`config.mk`:
```
export PLATFORM = sky130hd
export DESIGN_NAME = imm_gen_stage
export DESIGN_NICKNAME = d
export VERILOG_FILES = /design/src/rtl/imm_pkg.sv /design/src/rtl/imm_decode.sv /design/src/rtl/imm_gen_stage.sv
export SDC_FILE = /design/constraint.sdc
export NUM_CORES = 1
export LEC_CHECK = 0
export CORE_ASPECT_RATIO = 1.25
export CORE_MARGIN = 2
export CORE_UTILIZATION = 49
export DETAILED_ROUTE_END_ITERATION = 7
export PLACE_DENSITY_LB_ADDON = 0.2
export SYNTH_ARGS = -nofsm -noshare
export SYNTH_HDL_FRONTEND = slang
export SYNTH_SLANG_ARGS = --single-unit
```
`constraint.sdc`:
```
create_clock -name clk -period 7.94 [get_ports clk]
set_clock_uncertainty 0.2 [all_clocks]
set_input_delay 2.382 -clock clk [delete_from_list [all_inputs] [get_ports clk]]
set_output_delay 2.382 -clock clk [all_outputs]
set_load 0.02 [all_outputs]
```
`src/rtl/imm_pkg.sv`:
```
// Shared definitions for the registered immediate-generation stage:
// instruction-type codes and the skid-buffer FSM state encoding.
package imm_pkg;

   localparam logic [2:0] I_TYPE    = 3'b000;
   localparam logic [2:0] ISH_TYPE  = 3'b001;
   localparam logic [2:0] S_TYPE    = 3'b010;
   localparam logic [2:0] B_TYPE    = 3'b011;
   localparam logic [2:0] J_TYPE    = 3'b100;
   localparam logic [2:0] U_TYPE    = 3'b101;
   localparam logic [2:0] Z_TYPE    = 3'b110;
   localparam logic [2:0] RSVD_TYPE = 3'b111;

   typedef enum logic [1:0] {
      ST_EMPTY = 2'd0,
      ST_ONE   = 2'd1,
      ST_FULL  = 2'd2
   } state_t;

endpackage

```
`src/rtl/imm_decode.sv`:
```
// Combinational RISC-V immediate decode from instr[31:7].
// IMM_GEN_ZIMM_EN enables the CSR zero-extended immediate for type 110.
module imm_decode
   import imm_pkg::*;
#(
   parameter int XLEN    = 32,
   parameter int SHAMT_W = 5
)
(
   input  logic [24:0]     i_datain,
   input  logic [2:0]      i_ins_type,
   output logic [XLEN-1:0] o_imm,
   output logic            o_illegal
);

   if (!((XLEN == 32 && SHAMT_W == 5) || (XLEN == 64 && SHAMT_W == 6))) begin : g_param_check
      $error("imm_decode: XLEN/SHAMT_W must be 32/5 or 64/6");
   end

   logic signed [11:0] w_i12;
   logic signed [11:0] w_s12;
   logic signed [12:0] w_b13;
   logic signed [20:0] w_j21;
   logic signed [31:0] w_u32;

   assign w_i12 = i_datain[24:13];
   assign w_s12 = {i_datain[24:18], i_datain[4:0]};
   assign w_b13 = {i_datain[24], i_datain[0], i_datain[23:18], i_datain[4:1], 1'b0};
   assign w_j21 = {i_datain[24], i_datain[12:5], i_datain[13], i_datain[23:14], 1'b0};
   assign w_u32 = {i_datain[24:5], 12'b0};

   // Signed size casts sign-extend; the shift amount is deliberately zero-extended.
   always_comb begin
      o_imm     = '0;
      o_illegal = 1'b0;
      case (i_ins_type)
         I_TYPE:   o_imm = XLEN'(w_i12);
         ISH_TYPE: o_imm = XLEN'(i_datain[SHAMT_W+12:13]);
         S_TYPE:   o_imm = XLEN'(w_s12);
         B_TYPE:   o_imm = XLEN'(w_b13);
         J_TYPE:   o_imm = XLEN'(w_j21);
         U_TYPE:   o_imm = XLEN'(w_u32);
`ifdef IMM_GEN_ZIMM_EN
         Z_TYPE:   o_imm = XLEN'(i_datain[12:8]);
`endif
         default:  o_illegal = 1'b1;
      endcase
   end

endmodule

```
`src/rtl/imm_gen_stage.sv`:
```
// Registered immediate/target generation stage with valid/ready on both sides
// and a one-entry skid buffer. IMM_GEN_ZIMM_EN enables the CSR immediate type.
module imm_gen_stage
   import imm_pkg::*;
#(
   parameter int XLEN    = 32,
   parameter int SHAMT_W = 5
)
(
   input  logic            clk,
   input  logic            rst,
   input  logic            flush,
   input  logic            in_valid,
   output logic            in_ready,
   input  logic [24:0]     datain,
   input  logic [2:0]      ins_type,
   input  logic [XLEN-1:0] pc,
   output logic            out_valid,
   input  logic            out_ready,
   output logic [XLEN-1:0] imm,
   output logic [XLEN-1:0] target,
   output logic [XLEN-1:0] doutm4,
   output logic            illegal
);

   typedef struct packed {
      logic [XLEN-1:0] imm;
      logic [XLEN-1:0] target;
      logic [XLEN-1:0] doutm4;
      logic            illegal;
   } entry_t;

   state_t          r_state;
   state_t          w_state_nxt;
   entry_t          r_main;
   entry_t          r_skid;
   entry_t          w_entry;
   logic [XLEN-1:0] w_imm;
   logic            w_illegal;
   logic            w_accept;
   logic            w_fire;
   logic            w_load_main;
   logic            w_load_skid;
   logic            w_main_from_skid;

   imm_decode #(
      .XLEN    (XLEN),
      .SHAMT_W (SHAMT_W)
   ) u_decode (
      .i_datain   (datain),
      .i_ins_type (ins_type),
      .o_imm      (w_imm),
      .o_illegal  (w_illegal)
   );

   assign w_entry.imm     = w_imm;
   assign w_entry.target  = pc + w_imm;
   assign w_entry.doutm4  = w_imm - XLEN'(4);
   assign w_entry.illegal = w_illegal;

   // Both handshakes are decoded from the state register only.
   assign in_ready  = (r_state != ST_FULL);
   assign out_valid = (r_state != ST_EMPTY);
   assign w_accept  = in_valid & in_ready;
   assign w_fire    = out_valid & out_ready;

   always_ff @(posedge clk or posedge rst) begin
      if (rst) r_state <= ST_EMPTY;
      else     r_state <= w_state_nxt;
   end

   always_comb begin
      w_state_nxt      = r_state;
      w_load_main      = 1'b0;
      w_load_skid      = 1'b0;
      w_main_from_skid = 1'b0;
      case (r_state)
         ST_EMPTY: begin
            if (w_accept) begin
               w_state_nxt = ST_ONE;
               w_load_main = 1'b1;
            end
         end
         ST_ONE: begin
            if (w_accept && w_fire) begin
               w_load_main = 1'b1;
            end else if (w_accept) begin
               w_state_nxt = ST_FULL;
               w_load_skid = 1'b1;
            end else if (w_fire) begin
               w_state_nxt = ST_EMPTY;
            end
         end
         ST_FULL: begin
            if (w_fire) begin
               w_state_nxt      = ST_ONE;
               w_main_from_skid = 1'b1;
            end
         end
         default: w_state_nxt = ST_EMPTY;
      endcase
      // A flush drops everything held plus anything accepted this cycle.
      if (flush) begin
         w_state_nxt      = ST_EMPTY;
         w_load_main      = 1'b0;
         w_load_skid      = 1'b0;
         w_main_from_skid = 1'b0;
      end
   end

   always_ff @(posedge clk or posedge rst) begin
      if (rst) begin
         r_main <= '0;
         r_skid <= '0;
      end else begin
         if (w_load_main)           r_main <= w_entry;
         else if (w_main_from_skid) r_main <= r_skid;
         if (w_load_skid)           r_skid <= w_entry;
      end
   end

   assign imm     = r_main.imm;
   assign target  = r_main.target;
   assign doutm4  = r_main.doutm4;
   assign illegal = r_main.illegal;

endmodule
```
==> run summary <==
Entry: Yosys synthesis followed by OpenROAD place and route.

GRT:
- The run puts the initial antenna violation count at 0.
- The run puts the overall routing resource usage at ~28%.
- The run gives the global-route congestion overflow total as 0.
- The run puts the global-route wire length before repair at 47500 um.
- The run puts the largest net degree at the start of global routing at 111.

Clocking:
- The run gives the number of clock sinks as 192.
- The run puts the worst-skew pair later-pin latency at roughly 0.43 ns.
- The run gives the number of hold-repair buffers added at the cts stage as 0.
- After clock tree synthesis, the clock-pin slew on the worst setup and hold paths is approximately 0.070 ns.
- The run puts the number of resized instances in the post-cts repair step at 0.
- The run gives the TritonCTS buffer count as 17.
- Clock tree synthesis selected as its root buffer the cell clkbuf_16.
- Per the CTS log, the buffer count on the longest clock path is 2.

Timing:
- The run puts the tightest slew margin relative to the limit at 36.9%.
- The run puts the final period utilization at roughly 82%.
- The run puts the actual transition at the worst max-transition pin at 0.945 ns.
- Endpoints failing hold in the final report were tallied at 0.
- The run puts the setup TNS after final layout at 0 ns.
- The worst path meets setup with 1.45 ns of slack.
- The run puts the final period demand of the worst path at 6.49 ns.
- The run gives the final number of max-transition violations as 0.
- Final hold analysis gives a worst-case slack of 0.285 ns.
- Endpoints with negative setup slack in the final report add up to 0.

Outcome:
- The run finished with clean final reports.

Place:
- The run puts the post-DP HPWL at ~22000 um.
- The run puts the global placer's final weighted congestion at 0.946.
- In this run the tool buffered the top-level ports with 163 buffer cells.
- The run gives the number of cells after detailed placement as 1489.
- The run puts the worst setup slack before clock tree synthesis at 1.08 ns.

Logic synthesis:
- Per the synth log, the flip-flop and latch total comes to 192.
- Sorting the synthesized cells by how often they occur yields 192 x dfrtp_1, 156 x nand2_1, 104 x a21oi_1.
- The run gives the most area-hungry cell type in the Yosys netlist as dfrtp_1.
- Of the total synthesized cell area, the portion taken by full adders, half adders and majority gates is 4.08%.
- The run gives the most used standard cell by instance count after synthesis as dfrtp_1.
- The run puts the number of cells in Yosys stat at 1105.
- The run gives the simple-gate portion of the synthesized area as 14.9%.
- The share of the Yosys chip area taken by registers is roughly 47%.
- The run gives the number of unique standard cell types used by synthesis as around 65.
- The synthesis run shows multiplexers occupying 3.70% of the cell area.
- For this run, the chip area from Yosys synthesis comes to 0.0103 mm2.
- The run gives the share of flip-flops with an asynchronous set or reset after synthesis as 100%.
- The run puts the netlist area before placement at 0.0103 mm2.
- The run gives the Yosys warning count as 0.
- The run gives the number of instances in the synthesized netlist as 1105.
- The synthesis run identifies the leading combinational cell family as AND-OR/OR-AND gates.
- The run puts the post-synthesis share of cell area spent on and-or and or-and gates at approximately 22%.

Die:
- The run puts the die span in x at 134 um.
- The die covers ~0.022 mm2.
- The run puts the vertical die dimension at 166 um.
- The run puts the area of the core region at slightly above 0.02 mm2.
- The run gives the row count as 59.
- The run gives the effective utilization at floorplan as 49.7%.

Layout:
- The top cell types in the final layout, fill and taps aside, are 192 x dfrtp_1, 163 x clkdlybuf4s50_1, 155 x nand2_1.
- The run puts the diode insertion count for antenna repair at 0.
- The run gives the area growth from synthesis to final layout as 23.7%.
- Fill cells in the final layout number between 1.5k and 2k.
- According to the finish report, the design has a final net count of 1332.
- After the flow finishes, the layout carries non-filler instances totaling 1521.
- The top cell type in the final layout, fill and taps aside, is dfrtp_1.

Worst setup path:
- The critical path in this run is classified as input port to register.
- The run gives the arrival time of the worst setup path as 6.60 ns.
- The startpoint identified for the worst register-to-register timing path is r_state[0].
- In this run the critical register-to-register path is captured at imm[28].
- The run gives the number of buffers and inverters on the critical path as 3.
- The run gives the worst setup path startpoint as ins_type[1].
- The run puts the length in cells of the worst reg-to-reg path at 6.
- For this design, the slowest cell found on the critical path is clkdlybuf4s50_1.
- The cell that appears most often on the critical path is a21oi_1.
- Following the worst setup path forward leads to its endpoint at r_skid[63].
- The run puts the biggest cell delay along the critical path at 0.73 ns.

Routing:
- After detailed routing, the number of remaining DRC violations is 0.
- The run gives the detailed-route wire length per cell as 19.9 um.
- After the first detailed-routing iteration, the DRC count stood at 579.
- The run gives the length of the first detailed-routing pass in iterations as 6.
- The count of nets left with antenna violations once routing finished came out at 0.

Power and ir drop:
- The run puts the static leakage at around 5.5 nW.
- The run puts the total power after layout at 3.21 mW.

Flow run:
- The run puts the number of maximum-capacitance constraint violations at 0.
## registers in the layout, indices dropped and copies added, names as in the netlist
register,count
target,32
illegal,1
r_state,2
r_skid,95
doutm4,30
imm,32
## worst min path at each step
stage / from / to / slack, ns
floorplan: r_skid[3] / r_skid[3] / 0.25
global placement: r_skid[66] / r_skid[66] / 0.26
detailed placement: r_skid[51] / r_skid[51] / 0.27
CTS: r_skid[41] / r_skid[41] / 0.29
global route: r_skid[41] / r_skid[41] / 0.30
finish: r_skid[66] / r_skid[66] / 0.29
## where the power goes
group / total [mW] / internal, mW / switching (mW)
clock network: 0.848 / 0.450 / 0.398
registers: 1.35 / 1.22 / 0.136
logic: 1.01 / 0.457 / 0.549
total: 3.21 / 2.12 / 1.08
## per-stage QoR
stage | utilization, % | instance area [um2]
6_report | 61.5 | 12700
5_1_grt | 61.5 | 12700
4_1_cts | 61.5 | 12700
3_5_place_dp | 58.7 | 12200
3_3_place_gp | 58.7 | 12200
2_1_floorplan | - | 10300
## logic make-up (layout without fill, tap and decap cells)
| group | Yosys count | count (layout) |
|---|---|---|
| adders and majority gates | 33 | 33 |
| xor gates and xnor gates | 53 | 53 |
| muxes | 36 | 36 |
| buffers and inverters | 100 | 242 |
| and+or+nand+nor | 326 | 326 |
| DFF | 192 | 192 |
| AOI/OAI and AO/OA | 365 | 365 |
## cell type report
cell class | instances | area, um2 | share of cell area (%)
clock inverter | 12 | 125 | 0.981
multi-input combinational | 813 | 5130 | 40.2
sequential | 192 | 4800 | 37.7
timing repair buffer | 176 | 1770 | 13.9
inverter | 34 | 135 | 1.06
clock buffer | 20 | 447 | 3.50
tap | 274 | 343 | 2.69
## layer usage
layer | global-route usage, % | wire length, um
met1 | 36.7 | 13200
met2 | 45.4 | 14900
met3 | 3.21 | 1170
met4 | 11.8 | 1090
met5 | 0 | 0
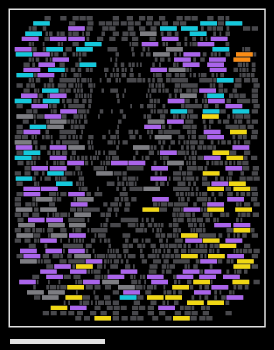
Figure 1: sequential cells colored by netlist name.
Scale bar: 50 um. Other sequential cells in the stronger gray, the rest of the logic in the fainter gray.
purple -> `r_skid`  # sequential cells 95, where all over the die
cyan -> `doutm4`  # sequential cells 30
orange -> `r_state`  # sequential cells 2
yellow -> `target`  # sequential cells 32

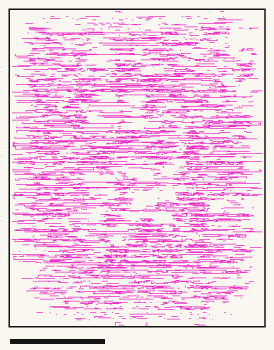
Figure 2: metal 1.
Scale bar: 50 um.
wire length on this layer = 13200 um
main direction = horizontal
nets with wire on the layer = 1226
longest straight run = 58.4 um
share of all routed wire = 43%

Power figures rest on the tool's default switching activity, not on a simulated workload.
